`src/rtl/reaction_pkg.sv`:
```
// reaction_pkg: shared 7-segment patterns and display mode encoding
package reaction_pkg;

    typedef enum logic {
        MODE_NORMAL = 1'b0,
        MODE_ERR    = 1'b1
    } mode_t;

    // Active-low {dp,g,f,e,d,c,b,a}; element n is the pattern for digit n
    localparam logic [9:0][7:0] SSEG_DIGITS = {
        8'h90, 8'h80, 8'hF8, 8'h82, 8'h92,
        8'h99, 8'hB0, 8'hA4, 8'hF9, 8'hC0
    };
    localparam logic [7:0] SSEG_DASH  = 8'hBF;
    localparam logic [7:0] SSEG_BLANK = 8'hFF;
    localparam logic [7:0] SSEG_ERR_E = 8'h86;

endpackage

```
`src/rtl/bcd_to_sseg.sv`:
```
// bcd_to_sseg: BCD nibble to active-low 7-segment pattern, 'E' for non-BCD codes
module bcd_to_sseg
    import reaction_pkg::*;
(
    input  logic [3:0] nib,
    output logic [7:0] sseg
);

    // Non-decimal nibbles are shown as 'E' so corrupted results are visible
    always_comb begin
        sseg = (nib > 4'd9) ? SSEG_ERR_E : SSEG_DIGITS[nib];
    end

endmodule

```
`src/rtl/reaction_display.sv`:
```
// reaction_display: captures the BCD reaction time and scans it onto a 4-digit 7-segment display
module reaction_display
    import reaction_pkg::*;
#(
    parameter int REFRESH_N = 18,
    parameter int BLINK_N   = 26,
    parameter int LZB       = 1
) (
    input  logic        clk,
    input  logic        reset,
    input  logic [15:0] times,
    input  logic        times_valid,
    input  logic        err_early,
    input  logic        clear,
    output logic [3:0]  an,
    output logic [7:0]  sseg
);

    logic [15:0]          shadow;
    mode_t                mode;
    logic [REFRESH_N-1:0] refresh_cnt;
    logic [BLINK_N-1:0]   blink_cnt;
    logic [1:0]           sel;
    logic [3:0]           nib;
    logic [7:0]           pat;
    logic                 blank;
    logic [3:0]           digit_en;

    assign sel = refresh_cnt[REFRESH_N-1 -: 2];

    // Every digit is read from the one shadow register, so a new result never tears
    always_comb begin
        nib      = shadow[{sel, 2'b00} +: 4];
        blank    = (LZB != 0) && (sel != 2'd0) && ((shadow >> {sel, 2'b00}) == 16'h0000);
        digit_en = ~(4'b0001 << sel);
    end

    bcd_to_sseg u_dec (
        .nib  (nib),
        .sseg (pat)
    );

    // Result capture and mode: clear beats a new result, which beats an early-press fault
    always_ff @(posedge clk or negedge reset) begin
        if (!reset) begin
            shadow <= 16'h0000;
            mode   <= MODE_NORMAL;
        end else if (clear) begin
            shadow <= 16'h0000;
            mode   <= MODE_NORMAL;
        end else if (times_valid) begin
            shadow <= times;
            mode   <= MODE_NORMAL;
        end else if (err_early) begin
            mode   <= MODE_ERR;
        end
    end

    // Free-running scan and blink counters; the blink phase is independent of mode changes
    always_ff @(posedge clk or negedge reset) begin
        if (!reset) begin
            refresh_cnt <= '0;
            blink_cnt   <= '0;
        end else begin
            refresh_cnt <= refresh_cnt + 1'b1;
            blink_cnt   <= blink_cnt + 1'b1;
        end
    end

    // Registered pin drive: one digit enabled at a time, all dark in the fault blink-off phase
    always_ff @(posedge clk or negedge reset) begin
        if (!reset) begin
            an   <= 4'hF;
            sseg <= SSEG_BLANK;
        end else begin
            an   <= (mode == MODE_ERR && blink_cnt[BLINK_N-1]) ? 4'hF : digit_en;
            sseg <= (mode == MODE_ERR) ? SSEG_DASH : blank ? SSEG_BLANK : pat;
        end
    end

endmodule

```
`config.mk`:
```
export PLATFORM = sky130hd
export DESIGN_NAME = reaction_display
export DESIGN_NICKNAME = d
export VERILOG_FILES = /design/src/rtl/reaction_pkg.sv /design/src/rtl/bcd_to_sseg.sv /design/src/rtl/reaction_display.sv
export SDC_FILE = /design/constraint.sdc
export NUM_CORES = 1
export LEC_CHECK = 0
export CAP_MARGIN = 20
export CORE_UTILIZATION = 51
export DETAILED_ROUTE_END_ITERATION = 8
export PLACE_DENSITY = 0.8
export SLEW_MARGIN = 0
export SYNTH_ARGS = -nofsm -noshare
export SYNTH_HDL_FRONTEND = slang
export SYNTH_SLANG_ARGS = --single-unit
```
`constraint.sdc`:
```
create_clock -name clk -period 2.1 [get_ports clk]
set_clock_uncertainty 0.15 [all_clocks]
set_input_delay 0.42 -clock clk [delete_from_list [all_inputs] [get_ports clk]]
set_output_delay 0.42 -clock clk [all_outputs]
set_load 0.005 [all_outputs]
```
### M1 wires, run 1

The bar under the picture is 20 um long. Cells faint in the background.
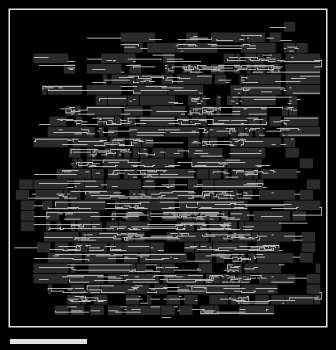
longest straight run: 22.1 um
main direction: horizontal
wire length on this layer: 2760 um
nets with wire on the layer: 317

### Metal 2, run 1

Cells faint in the background.
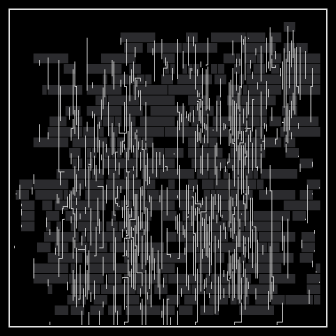
wire length on this layer: 2740 um
nets with wire on the layer: 297
longest straight run: 28.9 um

### Met3 routing, run 1

The bar under the picture is 20 um long. Cells faint in the background.
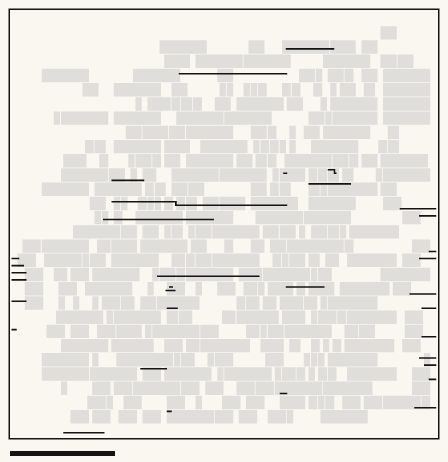
nets with wire on the layer: 25
main direction: horizontal
longest straight run: 21.2 um

==> run_results.csv, run 1 <==
group,metric,value,unit
status,status,"complete, no violations",
detailed_routing,first_pass_iters,4,
cts,clk_pin_slew,0.07,ns
critical_path,slowest_delay,0.59,ns
synth,synth-warning-count,0,
run,warnings,30,
detailed_routing,drt-initial-drc-count,79,
global_route,antenna_found_initial,0,
detailed_routing,vias_per_cell,5.26,
sta,finalCritPeriodShare,96.3,%
cts,cts_buffer_depth,2,
synth,mux_share,8.34,%
critical_path,crit_path_cell_trace,"mux4_2, inv_2, buf_4, ha_1, nor2_1, nand2_1, nand3_1, o311ai_1",
detailed_routing,vias,2132,
sta,slew_violations,0,
synth,synthDistinctLibCells,40,
synth,edf_count,0,
synth,yosys.area_share.aoi,3.38,%
global_route,grt_max_degree,73,
synth,syn-mean-instance-area,11.7,um2
synth,synth.comb.largest_family,"simple AND/OR/NAND/NOR gates",
cts,clock-root-buffer,"clkbuf_8",
placement,gp_congestion,0.853,
run,max_cap_viol_count,0,
synth,yosysTopAreaCellShare,46.9,%
detailed_routing,drc,0,
placement,io_buffers,31,
global_route,track_usage,20.4,%
cts,clock_sinks,72,
synth,area_leaders,"dfrtp_1, dfstp_2, xnor2_1",
global_route,overflow,0,
die,chipArea,0.00671,mm2
critical_path,cp-end-kind,"flop",
synth,ys_ff,72,
synth,synthArstFlopShare,100,%
critical_path,worstPathMaxFanout,4,
sta,finalWorstSetupSlack,0.0781,ns
final_layout,diodes,0,
final_layout,layout.nets,353,
cts,post_cts_resized,2,
final_layout,synthToLayoutAreaGrowth,21.2,%
sta,period_minus_slack,2.02,ns
sta,fmax,495,MHz
synth,ys_sh_simple,15.3,%
die,num_rows,28,
synth,netlist_area,0.00326,mm2
synth,synth_cells,278,
cts,cts_max_level,3,
sta,relSlewSlack,66.3,%
sta,finalSetupViolCount,0,
cts,clock_latency,0.35,ns
sta,worstMarginPinSlew,0.502,ns
detailed_routing,routed_wl,5.84,mm
die,core,0.00603,mm2
final_layout,final-comb-area,0.00133,mm2
final_layout,drive_above_1_share,15.5,%
hold_path,min_path_type,"reg2reg",
synth,adder_share,2.69,%
critical_path,path_class,"reg2reg",
cts,postCtsSetupRepairBufs,2,
power,vdd_drop_max,377,uV
placement,hpwl,3.87,mm
die,die_width,81.9,um
final_layout,final_core_util,65.5,%
cts,cts_buffers,9,
critical_path,crit_arrival,2.12,ns
power,p_leak,1.81,nW
detailed_routing,ant_nets,0,
critical_path,startpoint_type,"flop",
final_layout,fillers,460,
die,ios,33,
synth,top_area_cell,"dfrtp_1",
placement,place_worst_setup_slack,-0.0507,ns
power,p_per_area,739,mW/mm2
detailed_routing,routedWlPerCell,14.4,um
global_route,first_global_vias,2205,
synth,synth_top_flop_cell,"dfrtp_1",
final_layout,seq_area,0.00182,mm2
synth,fp_nets,306,
synth,yosys_area,0.00326,mm2
critical_path,worstPathRequired,2.20,ns
synth,synth_seq_share,55.8,%
sta,finalHoldViolCount,0,
synth,ys_cells,278,
cts,cts_tree,"yes",
die,fp.dieH,81.9,um
critical_path,crit_slowest_cell,"mux4_2",
synth,ys_sh_xor,10.8,%
-- run 1: metrics by stage --
stage                     cell area [um2]  TNS, ns  power (mW)  instances  hold slack [ns]
final                                3950        0        2.91        405            0.327
after global routing                 3950  -0.0385        3.04        405            0.347
after CTS                            3920        0        2.94        403            0.328
after detailed placement             3670   -0.108        1.70        384            0.309
after global placement               3670        0        1.69        384            0.305
after floorplan                      3260        0        1.57        278          -0.0256
-- run 1: state kept, by name (all words and copies together), names as in the netlist --
| signal | count |
|---|---|
| sseg | 7 |
| an | 4 |
| shadow | 16 |
| mode | 1 |
| blink_cnt | 26 |
| refresh_cnt | 18 |
-- run 1: power by group --
part | switching [mW] | internal (mW) | leakage, nW
logic | 0.107 | 0.125 | 0.777
registers | 0.0206 | 1.43 | 0.927
clock network | 0.526 | 0.704 | 0.105
-- run 1: cell type report --
cell class,count,area share [%]
multi-input cells,185,33.6
clock buffers,10,3.49
inverters,12,1.14
clock inverters,6,2.31
repair buffers,45,11.1
well taps,75,2.38
flip-flops and latches,72,46.0
-- run 1: routing by layer --
metal	vias to the layer above	GRT usage, %	share of wire [%]
li1	1042	-	-
met1	1038	26.5	47
met2	40	30.7	47
met3	12	5.11	3.3
met4	0	12.3	2.5
met5	-	0	0
-- run 1: logic make-up after synthesis --
| kind of cell | count (synthesis) |
|---|---|
| other | 1 |
| AND/OR/NAND/NOR | 99 |
| multiplexers | 21 |
| XOR/XNOR | 40 |
| adder cells (fa/ha/maj) | 7 |
| AND-OR/OR-AND | 17 |
| buffers and inverters | 21 |
| flip-flops | 72 |
-- run 1: placed cells by master, fill, tap and decap left out, types with 2 or more instances in the layout --
master,netlist,routed
dfstp_2,11,11
buf_4,1,11
nor2_1,30,30
dfrtp_1,61,61
clkdlybuf4s50_1,0,30
nor3_1,9,9
mux4_2,1,3
clkinvlp_4,0,3
mux2i_1,17,17
inv_1,11,9
o21ai_0,6,6
ha_1,7,6
inv_2,1,3
bufinv_16,0,2
a21oi_1,3,3
and4_1,2,2
nand2_1,17,17
nand3_1,21,21
nand4_1,10,10
xor2_1,11,11
xnor2_1,29,29
buf_12,0,2
clkbuf_8,2,10
and3_1,2,2
nor4_1,2,2
-- run 1: synthesized netlist by cell type, drive strengths merged, types with 7 or more instances --
master / n
xnor2: 29
inv: 12
nand2: 17
nand4: 10
nor2: 30
nand3: 21
xor2: 11
dfrtp: 61
ha: 7
mux2i: 17
dfstp: 11
nor3: 9
-- run 1: final timing paths --
| check | slack [ns] | cells past startpoint | endpoint | start |
|---|---|---|---|---|
| min in group asynchronous | 0.47 | 3 | shadow[2] | reset |
| setup reg to reg | 0.08 | 8 | sseg[4] | refresh_cnt[16] |
| hold reg to reg | 0.33 | 1 | blink_cnt[0] | blink_cnt[0] |
| hold / removal | 0.33 | 1 | blink_cnt[0] | blink_cnt[0] |
| max in group asynchronous | 1.02 | 3 | an[0] | reset |
| setup / recovery | 0.08 | 8 | sseg[4] | refresh_cnt[16] |
-- run 1: worst max-delay path: cells and delay by family (launching register included) --
family | cells | cell delay, ns
compound gates | 1 | 0.11
fa+ha+maj | 1 | 0.16
buf+inv | 2 | 0.24
flops | 1 | 0.42
mux | 1 | 0.59
simple gates | 3 | 0.24
==> inputs of run 2 (changes only) <==
--- a/config.mk
+++ b/config.mk
@@ -6,10 +6,11 @@
 export NUM_CORES = 1
 export LEC_CHECK = 0
 export CAP_MARGIN = 20
+export CORE_MARGIN = 5
 export CORE_UTILIZATION = 51
 export DETAILED_ROUTE_END_ITERATION = 8
 export PLACE_DENSITY = 0.8
-export SLEW_MARGIN = 0
+export SLEW_MARGIN = 20
 export SYNTH_ARGS = -nofsm -noshare
 export SYNTH_HDL_FRONTEND = slang
 export SYNTH_SLANG_ARGS = --single-unit
### M1 wires, run 2

The bar under the picture is 20 um long. Cells faint in the background.
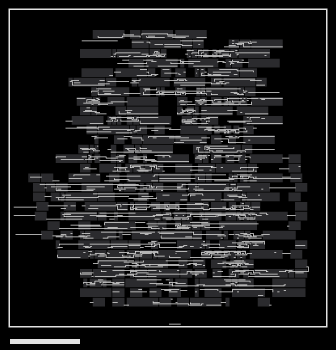
share of all routed wire: 48%
main direction: horizontal
wire length on this layer: 2740 um
longest straight run: 28.1 um

### Sequential cells coloured by netlist name, run 2

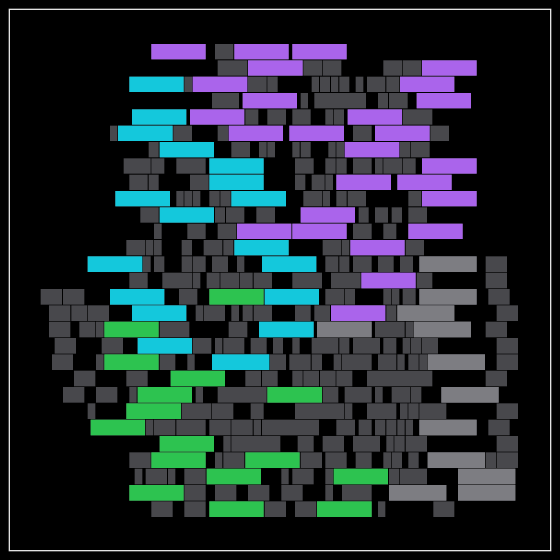
[green] shadow | placed flops: 16
[cyan] refresh_cnt | placed flops: 18
[purple] blink_cnt | placed flops: 26
not coloured: 12
Final Util: 62.2%
Register Area: 0.00182 mm2
Seq. pwr: 1.45 mW
flop share of the area: 46.5%

==> run 2 against run 1 <==
Against the previous run: first-iteration DRC count grew 25%; sequential share of layout area rose by 0.52 points; critical path depth decreased by 1; total power shrank 3.9%; clock power fell by 9%; flip-flop count stayed put; register-to-register slack about the same.
==> run_results.csv, run 2 <==
group,metric,value,unit
power,power_frac_seq,51.9,%
final_layout,reg.largest.list,"blink_cnt x26, refresh_cnt x18, shadow x16",
synth,synth-warning-count,0,
power,p_sw_share,21.9,%
cts,clock_latency,0.35,ns
detailed_routing,first_pass_iters,4,
detailed_routing,ant_nets,0,
synth,synth_cells,278,
run,max_cap_viol_count,0,
critical_path,reg2reg_depth,7,
critical_path,cp-end-kind,"flop",
status,status,"complete, no violations",
cts,cts_buffer_depth,2,
final_layout,fillers,491,
global_route,grt_max_degree,27,
critical_path,path_class,"reg2reg",
sta,fmax,497,MHz
final_layout,largest_register_ffs,26,
final_layout,diodes,0,
cts,clk_pin_slew,0.07,ns
sta,finalHoldViolCount,0,
synth,top_area_cell,"dfrtp_1",
sta,slew_violations,0,
global_route,overflow,0,
power,vdd_drop_max,415,uV
synth,ys_cells,278,
final_layout,largest-register,"blink_cnt",
sta,finalWorstSetupSlack,0.0880,ns
final_layout,final-comb-area,0.00132,mm2
detailed_routing,drc,0,
sta,worstMarginPinSlew,0.573,ns
power,power.switching,0.613,mW
final_layout,synthToLayoutAreaGrowth,19.9,%
final_layout,layout.nets,354,
die,chipArea,0.00808,mm2
final_layout,fin_cells,407,
synth,synthArstFlopShare,100,%
cts,cts_tree,"yes",
final_layout,final_cell_mix,"dfrtp_1, clkdlybuf4s50_1, xnor2_1, nor2_1, nand3_1",
synth,netlist_area,0.00326,mm2
die,num_rows,29,
power,total_power,2.80,mW
cts,cts_max_level,3,
critical_path,worstPathMaxFanout,4,
placement,gp_congestion,0.770,
synth,most_common_cell,"dfrtp_1",
critical_path,worstPathRequired,2.21,ns
detailed_routing,vias,2150,
power,p_per_area,717,mW/mm2
synth,yosysTopAreaCellShare,46.9,%
synth,common_cells,"dfrtp_1, nor2_1, xnor2_1",
synth,syn-mean-instance-area,11.7,um2
power,power.share.clock,40.0,%
synth,edf_count,0,
sta,finalSetupViolCount,0,
placement,io_buffers,31,
cts,clock_sinks,72,
detailed_routing,routedWlPerCell,14.1,um
synth,yosys_area,0.00326,mm2
global_route,track_usage,15.8,%
global_route,first_global_vias,2139,
final_layout,layout.cells.most_common,"dfrtp_1",
synth,synthDistinctLibCells,40,
detailed_routing,routed_wl,5.74,mm
die,ios,33,
critical_path,crit_arrival,2.12,ns
### Met3 routing, run 2

The bar under the picture is 20 um long. Cells faint in the background.
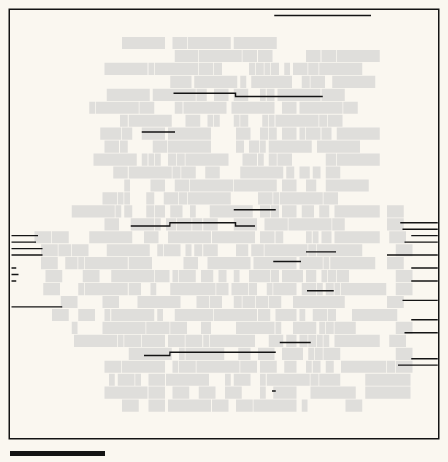
longest straight run: 22.1 um
main direction: horizontal
share of all routed wire: 4.5%

[run 2: cell count changes in the layout (fill, tap and decap cells not counted), moves of 2 or more]
cell        before  now
clkinv_2         0    2
buf_4           11   14
clkbuf_8        10   12
clkinvlp_4       3    0
buf_12           2    0
[run 2: final timing paths]
path	start	endpoint	slack, ns
worst max-delay path	refresh_cnt[16]	sseg[4]	0.09
worst min-delay path	refresh_cnt[9]	refresh_cnt[9]	0.32
worst max register to register	refresh_cnt[16]	sseg[4]	0.09
worst min register to register	refresh_cnt[9]	refresh_cnt[9]	0.32
max in group asynchronous	reset	refresh_cnt[3]	0.69
min in group asynchronous	reset	shadow[6]	0.46
[run 2: cell type report]
cell class | instances | share of cell area [%]
clock buffer | 12 | 4.23
tap | 77 | 2.47
timing repair buffer | 46 | 10.8
clock inverter | 3 | 1.03
multi-input combinational | 185 | 33.8
inverter | 12 | 1.15
sequential | 72 | 46.5
[run 2: what timing repair did]
item | in CTS | in global routing
hold buffers | 1 | 0
endpoints found under the hold margin | 15 | 0
endpoints found under the setup margin | 5 | 7
setup buffers | 0 | 2
gates resized | 2 | 4
[run 2: kinds of logic after synthesis]
family	Yosys count	synth area share, %
flip-flops	72	55.8
other	1	0.115
AND-OR/OR-AND	17	3.38
XOR/XNOR	40	10.8
AND/OR/NAND/NOR	99	15.3
multiplexers	21	8.34
adder cells (fa/ha/maj)	7	2.69
buffers and inverters	21	3.69
[run 2: power by group through the flow]
stage	clock network [mW]	registers (mW)	logic (mW)
after detailed placement	0	1.48	0.220
final	1.12	1.45	0.228
after global routing	1.21	1.46	0.254
after global placement	0	1.48	0.215
after floorplan	0	1.47	0.0959
after CTS	1.14	1.45	0.226
[run 2: worst max-delay path, stage by stage, from the launching register on]
cell      delay, ns
dfrtp_2        0.41
mux4_2         0.56
buf_4          0.16
ha_1           0.23
nor2_2         0.14
nand2_1        0.07
nand3_1        0.10
o311ai_1       0.11
[run 2: metrics by stage]
stage	area, um2	setup TNS (ns)
floorplan	3260	0
global placement	3670	0
detailed placement	3670	-0.188
CTS	3890	0
global route	3910	0
finish	3910	0
[run 2: layer usage]
| layer | GRT usage [%] | part of all wire (%) |
|---|---|---|
| met5 | 0 | 0 |
| met1 | 22.6 | 48 |
| met2 | 22.3 | 46 |
| met4 | 6.20 | 1.5 |
| met3 | 5.09 | 4.5 |
==> inputs of run 3 (changes only) <==
--- a/config.mk
+++ b/config.mk
@@ -5,6 +5,7 @@
 export SDC_FILE = /design/constraint.sdc
 export NUM_CORES = 1
 export LEC_CHECK = 0
+export ABC_CLOCK_PERIOD_IN_PS = 2100
 export CAP_MARGIN = 20
 export CORE_MARGIN = 5
 export CORE_UTILIZATION = 51
### M1 wires, run 3

The bar under the picture is 20 um long. Cells faint in the background.
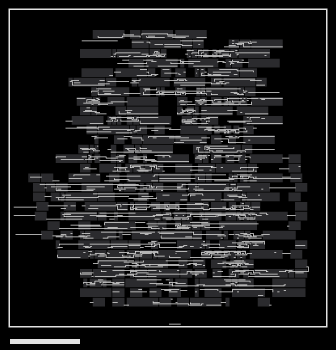
share of all routed wire: 48%
main direction: horizontal
longest straight run: 28.1 um
nets with wire on the layer: 311

### Met3 routing, run 3

The bar under the picture is 20 um long. Cells faint in the background.
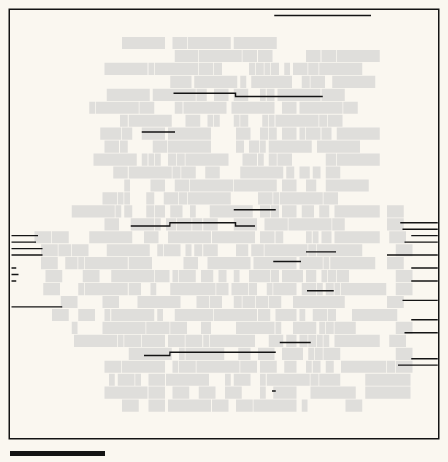
nets with wire on the layer: 24
wire length on this layer: 260 um
share of all routed wire: 4.5%
longest straight run: 22.1 um
main direction: horizontal

==> run 3 against run 2 <==
Against the previous run: wire length is the same; cell area stayed put; flip-flop count stayed put; count of clock-buffer cells in the layout did not move; maximum frequency stayed put; critical path depth is the same; core utilization did not move; synthesized cell count unchanged; total power is the same; clock power about the same; cell count is the same; critical endpoint unchanged; largest power group unchanged; highest routed layer unchanged.
==> run_results.csv, run 3 <==
group,metric,value,unit
final_layout,synthToLayoutAreaGrowth,19.9,%
detailed_routing,ant_nets,0,
synth,top_area_cell,"dfrtp_1",
synth,ys_cells,278,
sta,setup_tns,0,ns
sta,finalHoldViolCount,0,
cts,cts_max_level,3,
synth,edf_count,0,
final_layout,layout.nets,354,
final_layout,fin_cells,407,
sta,finalCritPeriodShare,95.8,%
sta,period_minus_slack,2.01,ns
final_layout,layout.cells.most_common,"dfrtp_1",
placement,io_buffers,31,
cts,clock-root-buffer,"clkbuf_8",
critical_path,cp-end-kind,"flop",
sta,slew_violations,0,
die,num_rows,29,
cts,cts_tree,"yes",
synth,synthArstFlopShare,100,%
synth,area_leaders,"dfrtp_1, dfstp_2, xnor2_1",
placement,gp_congestion,0.770,
global_route,track_usage,15.8,%
power,p_leak,1.81,nW
run,warnings,30,
synth,synth_cells,278,
detailed_routing,drt-initial-drc-count,99,
cts,cts_buffer_depth,2,
status,status,"complete, no violations",
final_layout,largest-register,"blink_cnt",
sta,worstMarginPinSlew,0.573,ns
critical_path,crit_slowest_cell,"mux4_2",
final_layout,final_cell_mix,"dfrtp_1, clkdlybuf4s50_1, xnor2_1, nor2_1, nand3_1",
critical_path,cp-startpoint,"refresh_cnt[16]",
global_route,first_global_vias,2139,
final_layout,seq_area,0.00182,mm2
sta,fmax,497,MHz
critical_path,crit_path_cell_trace,"mux4_2, buf_4, ha_1, nor2_2, nand2_1, nand3_1, o311ai_1",
critical_path,slowest_delay,0.56,ns
synth,synth_top_flop_cell,"dfrtp_1",
synth,synthDistinctLibCells,40,
placement,place_inst,389,
final_layout,final-comb-area,0.00132,mm2
hold_path,min_path_type,"reg2reg",
critical_path,crit_arrival,2.12,ns
cts,clk_pin_slew,0.07,ns
synth,common_cells,"dfrtp_1, nor2_1, xnor2_1",
critical_path,startpoint_type,"flop",
final_layout,final_core_util,62.2,%
placement,hpwl,4.09,mm
die,die_width,89.9,um
synth,synth_seq_share,55.8,%
die,ios,33,
global_route,grt_max_degree,27,
### Metal 2, run 3

Cells faint in the background.
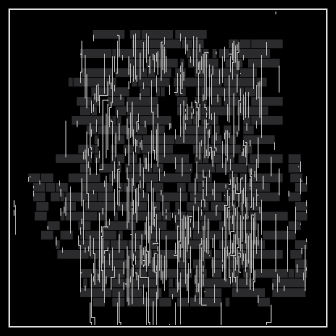
share of all routed wire: 46%
longest straight run: 23.5 um
main direction: vertical
nets with wire on the layer: 300
met2 Use GR: 22.3%
Via Count: 2150
final wirelength: 5.74 mm

[run 3: path summary, 6_finish.rpt]
kind                            cells past startpoint  slack, ns             end
worst max-delay path                                7       0.09         sseg[4]
max in group asynchronous                           3       0.69  refresh_cnt[3]
worst min register to register                      1       0.32  refresh_cnt[9]
min in group asynchronous                           2       0.46       shadow[6]
worst max register to register                      7       0.09         sseg[4]
worst min-delay path                                1       0.32  refresh_cnt[9]
[run 3: cells by family (layout without fill, tap and decap cells)]
kind of cell	count (synthesis)	count (layout)	synth area share [%]
buffers and inverters	21	73	3.69
other	1	1	0.115
adder cells (fa/ha/maj)	7	7	2.69
flip-flops	72	72	55.8
multiplexers	21	21	8.34
AND-OR/OR-AND	17	17	3.38
AND/OR/NAND/NOR	99	99	15.3
XOR/XNOR	40	40	10.8
[run 3: power by group]
group / total [mW] / switching (mW) / internal (mW) / leakage [nW]
sequential: 1.45 / 0.0208 / 1.43 / 0.925
combinational: 0.228 / 0.107 / 0.121 / 0.773
clock: 1.12 / 0.485 / 0.635 / 0.108
total: 2.80 / 0.613 / 2.19 / 1.81
[run 3: per-layer routing]
| layer | vias to the layer above | GRT usage (%) | routed length, um |
|---|---|---|---|
| li1 | 1044 | - | - |
| met1 | 1061 | 22.6 | 2740 |
| met2 | 36 | 22.3 | 2660 |
| met3 | 9 | 5.09 | 260 |
| met4 | 0 | 6.20 | 87 |
| met5 | - | 0 | 0 |
[run 3: worst max-delay path: cells and delay by family (launching register included)]
kind	cells	cell delay [ns]
multiplexers	1	0.56
buffers and inverters	1	0.16
adder cells (fa/ha/maj)	1	0.23
AND-OR/OR-AND	1	0.11
AND/OR/NAND/NOR	3	0.31
flip-flops	1	0.41
[run 3: cell type report]
type | count | share of cell area [%]
Tap cell | 77 | 2.47
Clock buffer | 12 | 4.23
Inverter | 12 | 1.15
Clock inverter | 3 | 1.03
Sequential cell | 72 | 46.5
Timing Repair Buffer | 46 | 10.8
Multi-Input combinational cell | 185 | 33.8
[run 3: repair_timing]
item / in CTS / in global routing
hold buffers: 1 / 0
setup endpoints to repair: 5 / 7
hold endpoints to repair: 15 / 0
buffers inserted: 0 / 2
resized: 2 / 4
No activity file was given, so power comes from the tool's default toggle rates.
